$ cat config.mk
export PLATFORM = sky130hd
export DESIGN_NAME = s3g_tx_arbiter
export DESIGN_NICKNAME = d
export VERILOG_FILES = /design/src/rtl/s3g_pkg.sv /design/src/rtl/rr_arb2.sv /design/src/rtl/s3g_tx_arbiter.sv
export SDC_FILE = /design/constraint.sdc
export NUM_CORES = 1
export LEC_CHECK = 0
export CAP_MARGIN = 20
export CORE_AREA = 5 5 175 177
export CTS_CLUSTER_SIZE = 30
export DETAILED_ROUTE_END_ITERATION = 10
export DIE_AREA = 0 0 180 182
export MAX_ROUTING_LAYER = met4
export PLACE_DENSITY = 0.69
export SYNTH_ARGS = -nofsm -noshare
export SYNTH_HDL_FRONTEND = slang
export SYNTH_SLANG_ARGS = --single-unit
$ cat constraint.sdc
create_clock -name clk -period 2.7 [get_ports clk]
set_clock_uncertainty 0.1 [all_clocks]
set_input_delay 0.54 -clock clk [delete_from_list [all_inputs] [get_ports clk]]
set_output_delay 0.54 -clock clk [all_outputs]
set_load 0.05 [all_outputs]
$ cat src/rtl/s3g_pkg.sv
// rtl/s3g_pkg.sv - shared types and sizes for the s3g transmit path
package s3g_pkg;

   typedef enum logic [1:0] {
      IDLE      = 2'd0,
      WAIT_BUSY = 2'd1,
      WAIT_DONE = 2'd2
   } state_t;

   localparam int S3G_MAX_PAYLOAD = 16;
   localparam int S3G_BUF_W       = 128;

   function automatic logic len_ok(input logic [7:0] len, input int max_len);
      return int'(len) <= max_len;
   endfunction

endpackage

$ cat src/rtl/rr_arb2.sv
// rtl/rr_arb2.sv - two-way round-robin picker; the requester that did not win last goes first on a tie
module rr_arb2 (
   input  logic [1:0] req,
   input  logic       last_grant,
   output logic       any,
   output logic       winner
);

   always_comb begin
      any    = |req;
      winner = (req == 2'b11) ? ~last_grant : req[1];
   end

endmodule

$ cat src/rtl/s3g_tx_arbiter.sv
// rtl/s3g_tx_arbiter.sv - shares the s3g_tx packet transmitter between the reply path and the event reporter
module s3g_tx_arbiter
   import s3g_pkg::*;
#(
   parameter int BUSY_TIMEOUT = 1024,
   parameter int MAX_LEN      = S3G_MAX_PAYLOAD,
   parameter int CNT_W        = 16
) (
   input  logic                 clk,
   input  logic                 rst,
   input  logic                 req0_valid,
   input  logic [7:0]           req0_len,
   input  logic [S3G_BUF_W-1:0] req0_data,
   output logic                 req0_ack,
   input  logic                 req1_valid,
   input  logic [7:0]           req1_len,
   input  logic [S3G_BUF_W-1:0] req1_data,
   output logic                 req1_ack,
   input  logic                 tx_busy,
   output logic                 tx_packet_wr,
   output logic [7:0]           tx_payload_len,
   output logic [S3G_BUF_W-1:0] tx_data,
   output logic                 grant,
   output logic                 active,
   output logic                 err_len,
   output logic                 err_timeout,
   output logic [CNT_W-1:0]     sent0,
   output logic [CNT_W-1:0]     sent1
);

   localparam int TIMER_W = (BUSY_TIMEOUT > 1) ? $clog2(BUSY_TIMEOUT) : 1;
   localparam logic [TIMER_W-1:0] TIMER_LAST = TIMER_W'(BUSY_TIMEOUT - 1);

   state_t               state, state_nx;
   logic                 last_grant, last_grant_nx;
   logic [TIMER_W-1:0]   timer, timer_nx;
   logic                 req0_ack_nx, req1_ack_nx, tx_packet_wr_nx;
   logic [7:0]           tx_payload_len_nx;
   logic [S3G_BUF_W-1:0] tx_data_nx;
   logic                 grant_nx, active_nx, err_len_nx, err_timeout_nx;
   logic [CNT_W-1:0]     sent0_nx, sent1_nx;

   logic [1:0]           req_vec;
   logic                 any, winner;
   logic [7:0]           sel_len;
   logic [S3G_BUF_W-1:0] sel_data;

   // A requester whose ack is on the wire this cycle has not yet had the
   // chance to drop valid, so it must not be arbitrated again.
   assign req_vec  = {req1_valid & ~req1_ack, req0_valid & ~req0_ack};
   assign sel_len  = winner ? req1_len  : req0_len;
   assign sel_data = winner ? req1_data : req0_data;

   rr_arb2 u_rr_arb2 (
      .req        (req_vec),
      .last_grant (last_grant),
      .any        (any),
      .winner     (winner)
   );

   always_comb begin
      state_nx          = state;
      last_grant_nx     = last_grant;
      timer_nx          = timer;
      req0_ack_nx       = 1'b0;
      req1_ack_nx       = 1'b0;
      tx_packet_wr_nx   = 1'b0;
      err_len_nx        = 1'b0;
      err_timeout_nx    = 1'b0;
      tx_payload_len_nx = tx_payload_len;
      tx_data_nx        = tx_data;
      grant_nx          = grant;
      sent0_nx          = sent0;
      sent1_nx          = sent1;

      case (state)
         IDLE: begin
            if (!tx_busy && any) begin
               last_grant_nx = winner;
               req0_ack_nx   = ~winner;
               req1_ack_nx   = winner;
               if (len_ok(sel_len, MAX_LEN)) begin
                  tx_packet_wr_nx   = 1'b1;
                  tx_payload_len_nx = sel_len;
                  tx_data_nx        = sel_data;
                  grant_nx          = winner;
                  timer_nx          = '0;
                  state_nx          = WAIT_BUSY;
               end else begin
                  err_len_nx = 1'b1;
               end
            end
         end
         WAIT_BUSY: begin
            if (tx_busy) begin
               state_nx = WAIT_DONE;
            end else if (timer == TIMER_LAST) begin
               err_timeout_nx = 1'b1;
               state_nx       = IDLE;
            end else begin
               timer_nx = timer + TIMER_W'(1);
            end
         end
         WAIT_DONE: begin
            if (!tx_busy) begin
               if (grant) sent1_nx = sent1 + CNT_W'(1);
               else       sent0_nx = sent0 + CNT_W'(1);
               state_nx = IDLE;
            end
         end
         default: state_nx = IDLE;
      endcase

      active_nx = (state_nx != IDLE);
   end

   always_ff @(posedge clk) begin
      if (rst) begin
         state          <= IDLE;
         last_grant     <= 1'b1;
         timer          <= '0;
         req0_ack       <= 1'b0;
         req1_ack       <= 1'b0;
         tx_packet_wr   <= 1'b0;
         tx_payload_len <= '0;
         tx_data        <= '0;
         grant          <= 1'b0;
         active         <= 1'b0;
         err_len        <= 1'b0;
         err_timeout    <= 1'b0;
         sent0          <= '0;
         sent1          <= '0;
      end else begin
         state          <= state_nx;
         last_grant     <= last_grant_nx;
         timer          <= timer_nx;
         req0_ack       <= req0_ack_nx;
         req1_ack       <= req1_ack_nx;
         tx_packet_wr   <= tx_packet_wr_nx;
         tx_payload_len <= tx_payload_len_nx;
         tx_data        <= tx_data_nx;
         grant          <= grant_nx;
         active         <= active_nx;
         err_len        <= err_len_nx;
         err_timeout    <= err_timeout_nx;
         sent0          <= sent0_nx;
         sent1          <= sent1_nx;
      end
   end

endmodule

flops_by_reg.png
Other sequential cells in the stronger gray, the rest of the logic in the fainter gray.
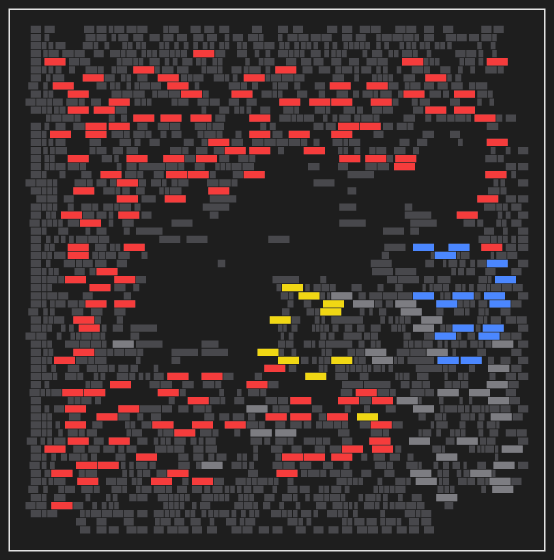
timer -> yellow  # placed flops 10, where center
tx_data -> red  # placed flops 128, where all over the die
sent0 -> blue  # placed flops 16, where east
not colored = 34

logic_types.png
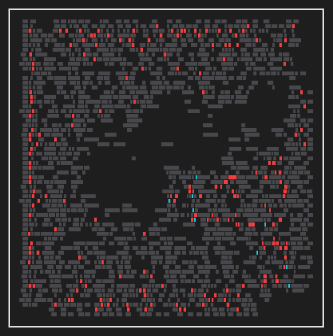
NAND gates -> red  # cells 189, most used nand3_1, where all over the die
inverters -> cyan  # cells 9, most used inv_1
commonest non-fill, non-tap cell in the layout: clkdlybuf4s50_1
fin cells: 2,000
logic share of the area: 0.363

clocks.png
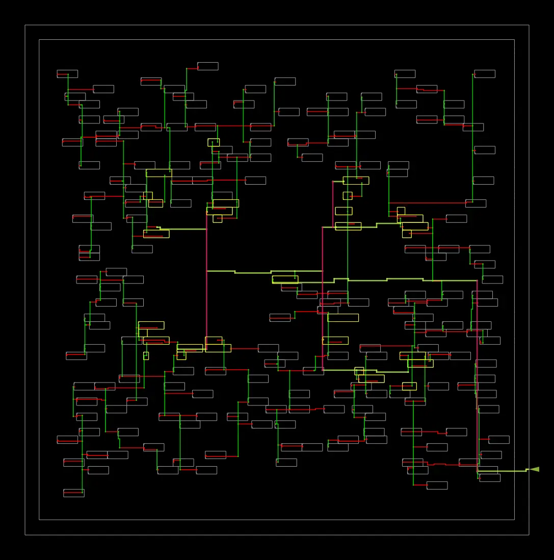
clock buffers: 19
Inserted Clock Buffers: 17
flip-flops: 188
# clock sinks: 188

power groups by stage:
stage | combinational [mW] | clock (mW) | sequential, mW
global route | 1.34 | 2.76 | 2.82
detailed placement | 1.25 | 0 | 2.88
floorplan | 0.479 | 0 | 2.98
global placement | 1.24 | 0 | 2.88
CTS | 1.26 | 2.66 | 2.82
finish | 1.25 | 2.57 | 2.82
cell usage in the layout (no fill, tap or decap), types with 5 or more instances in the layout:
cell and instances:
or3_1 7, nand4_1 13, nand2_1 23, nor2b_1 136, clkdlybuf4s50_1 450, or4_1 9, xor2_1 11, o21ai_0 142
nor4_1 5, xnor2_1 8, inv_6 6, dfxtp_1 188, mux2_2 125, o31ai_1 10, clkbuf_16 17, mux2_1 9
and3_1 9, inv_1 9, buf_12 13, buf_4 36, nand3_1 149, nor2_1 26, nor3_1 8, a21oi_1 155
layer usage:
| metal | share of wire | global-route usage | up-vias |
|---|---|---|---|
| met2 | 0.50 | 0.370 | 399 |
| li1 | - | - | 5032 |
| met4 | 0.036 | 0.0811 | 0 |
| met1 | 0.39 | 0.248 | 4835 |
| met5 | 0 | - | - |
| met3 | 0.071 | 0.0635 | 78 |
cells by family after synthesis:
family                   after synthesis  share of synthesized area
AND-OR/OR-AND                        318                      0.166
XOR/XNOR                              19                     0.0167
adder cells (fa/ha/maj)                3                    0.00377
buffers and inverters                123                     0.0557
flip-flops                           188                      0.378
multiplexers                         136                      0.154
AND/OR/NAND/NOR                      403                      0.226
sequential cells by signal (all words and copies together) (netlist names), 2 cells and up:
name	cells
tx_data	128
sent0	16
tx_payload_len	8
state	2
timer	10
sent1	16
final timing paths:
kind | end | depth (start not counted)
setup / recovery | tx_data[109] | 6
hold / removal | tx_payload_len[7] | 1
setup reg to reg | tx_data[0] | 7
hold reg to reg | tx_payload_len[7] | 1
==> results.yml <==
# yosys + openroad results
status:
  outcome: "finished clean"
clock_tree:
  path_clk_slew_ns: 0.08
  cts_tree: "done"
  cts-hold-fix-buffers: 0
  cts_resized: 0
  cts_buffer_depth: 2
  clockRootBuffer: "clkbuf_16"
  h-tree-depth: 4
  clk_latency_ns: 0.42
worst_setup_path:
  crit_type: "in -> reg"
  path_max_fanout: 28
  slowest_delay_ns: 0.51
  cp-start-kind: "primary input"
  reg2reg_from: "req1_ack"
  path_buffers: 2
  crit_chain: "clkdlybuf4s50_1 -> o41ai_1 -> nand2_1 -> o22a_4 -> buf_12 -> mux2_1"
  crit_family: "AND-OR/OR-AND gates"
  end_kind: "flip-flop"
  cp_slowest_cell: "o41ai_1"
  arrival_ns: 2.69
route:
  wl_um: 36400
  drc_errors: 0
  dr.pass1.iters: 5
  viasPerCell: 5.17
  detail-route-antenna-nets: 0
timing:
  fin_crit_sh: 0.918
  hold_ws_ns: 0.382
  finalSetupViolCount: 0
  worst_pin_slew_ns: 0.616
  final.min_clock_period_ns: 2.48
  max_freq_mhz: 403
  tns_ns: 0
  setup_ws_ns: 0.221
pwr:
  power_frac_clock: 0.387
  power_density_nw_per_um2: 425
  intPower_mw: 4.79
  p_sw_mw: 1.84
  finalPower_mw: 6.63
  seqPwrFrac: 0.425
  swShare: 0.278
  peakVddDrop_v: 0.000363
  p_leak_nw: 5.76
logic_synthesis:
  edf_count: 0
  top_area_cell: "dfxtp_1"
  async_flop_share: 0
  ys_chip_area_sq_um: 9950
  top_cell_area_share: 0.378
  syn_area_sq_um: 9950
  ys_top_cells_by_count: "188 x dfxtp_1, 155 x a21oi_1, 149 x nand3_1"
  synthCells: 1190
  ys_warn_count: 0
  ys_ff: 188
layout:
  n_antenna_cell: 2
  areaGrowthSynthToFinish_pct: 56.8
  buffers: 500
  logic_area_sq_um: 5670
  buffer_area_frac: 0.323
  utilization: 0.537
  inverters: 9
  num-multi-input-gates: 879
  clk_share: 0.0385
global_routing:
  grt_usage: 0.219
  grt_max_degree: 76
  grt_pass1_vias: 10400
  grt_pass1_wl_um: 56500
die:
  fp.dieH_um: 182
  io_pins: 452
  core-area_sq_um: 29100
  chipArea_sq_um: 32800
  tap_cells: 390
place:
  dp_hpwl_um: 26800
  pre_cts_slack_ns: -0.195
  dp.cells: 1966
  postPlaceCellArea_sq_um: 15000
  gp_congestion: 0.874
hold_path:
  min_from: "tx_payload_len[7]"
run:
  tool_warnings: 26
  maxCapViolations: 0
Power is estimated from default activity; no workload was simulated.
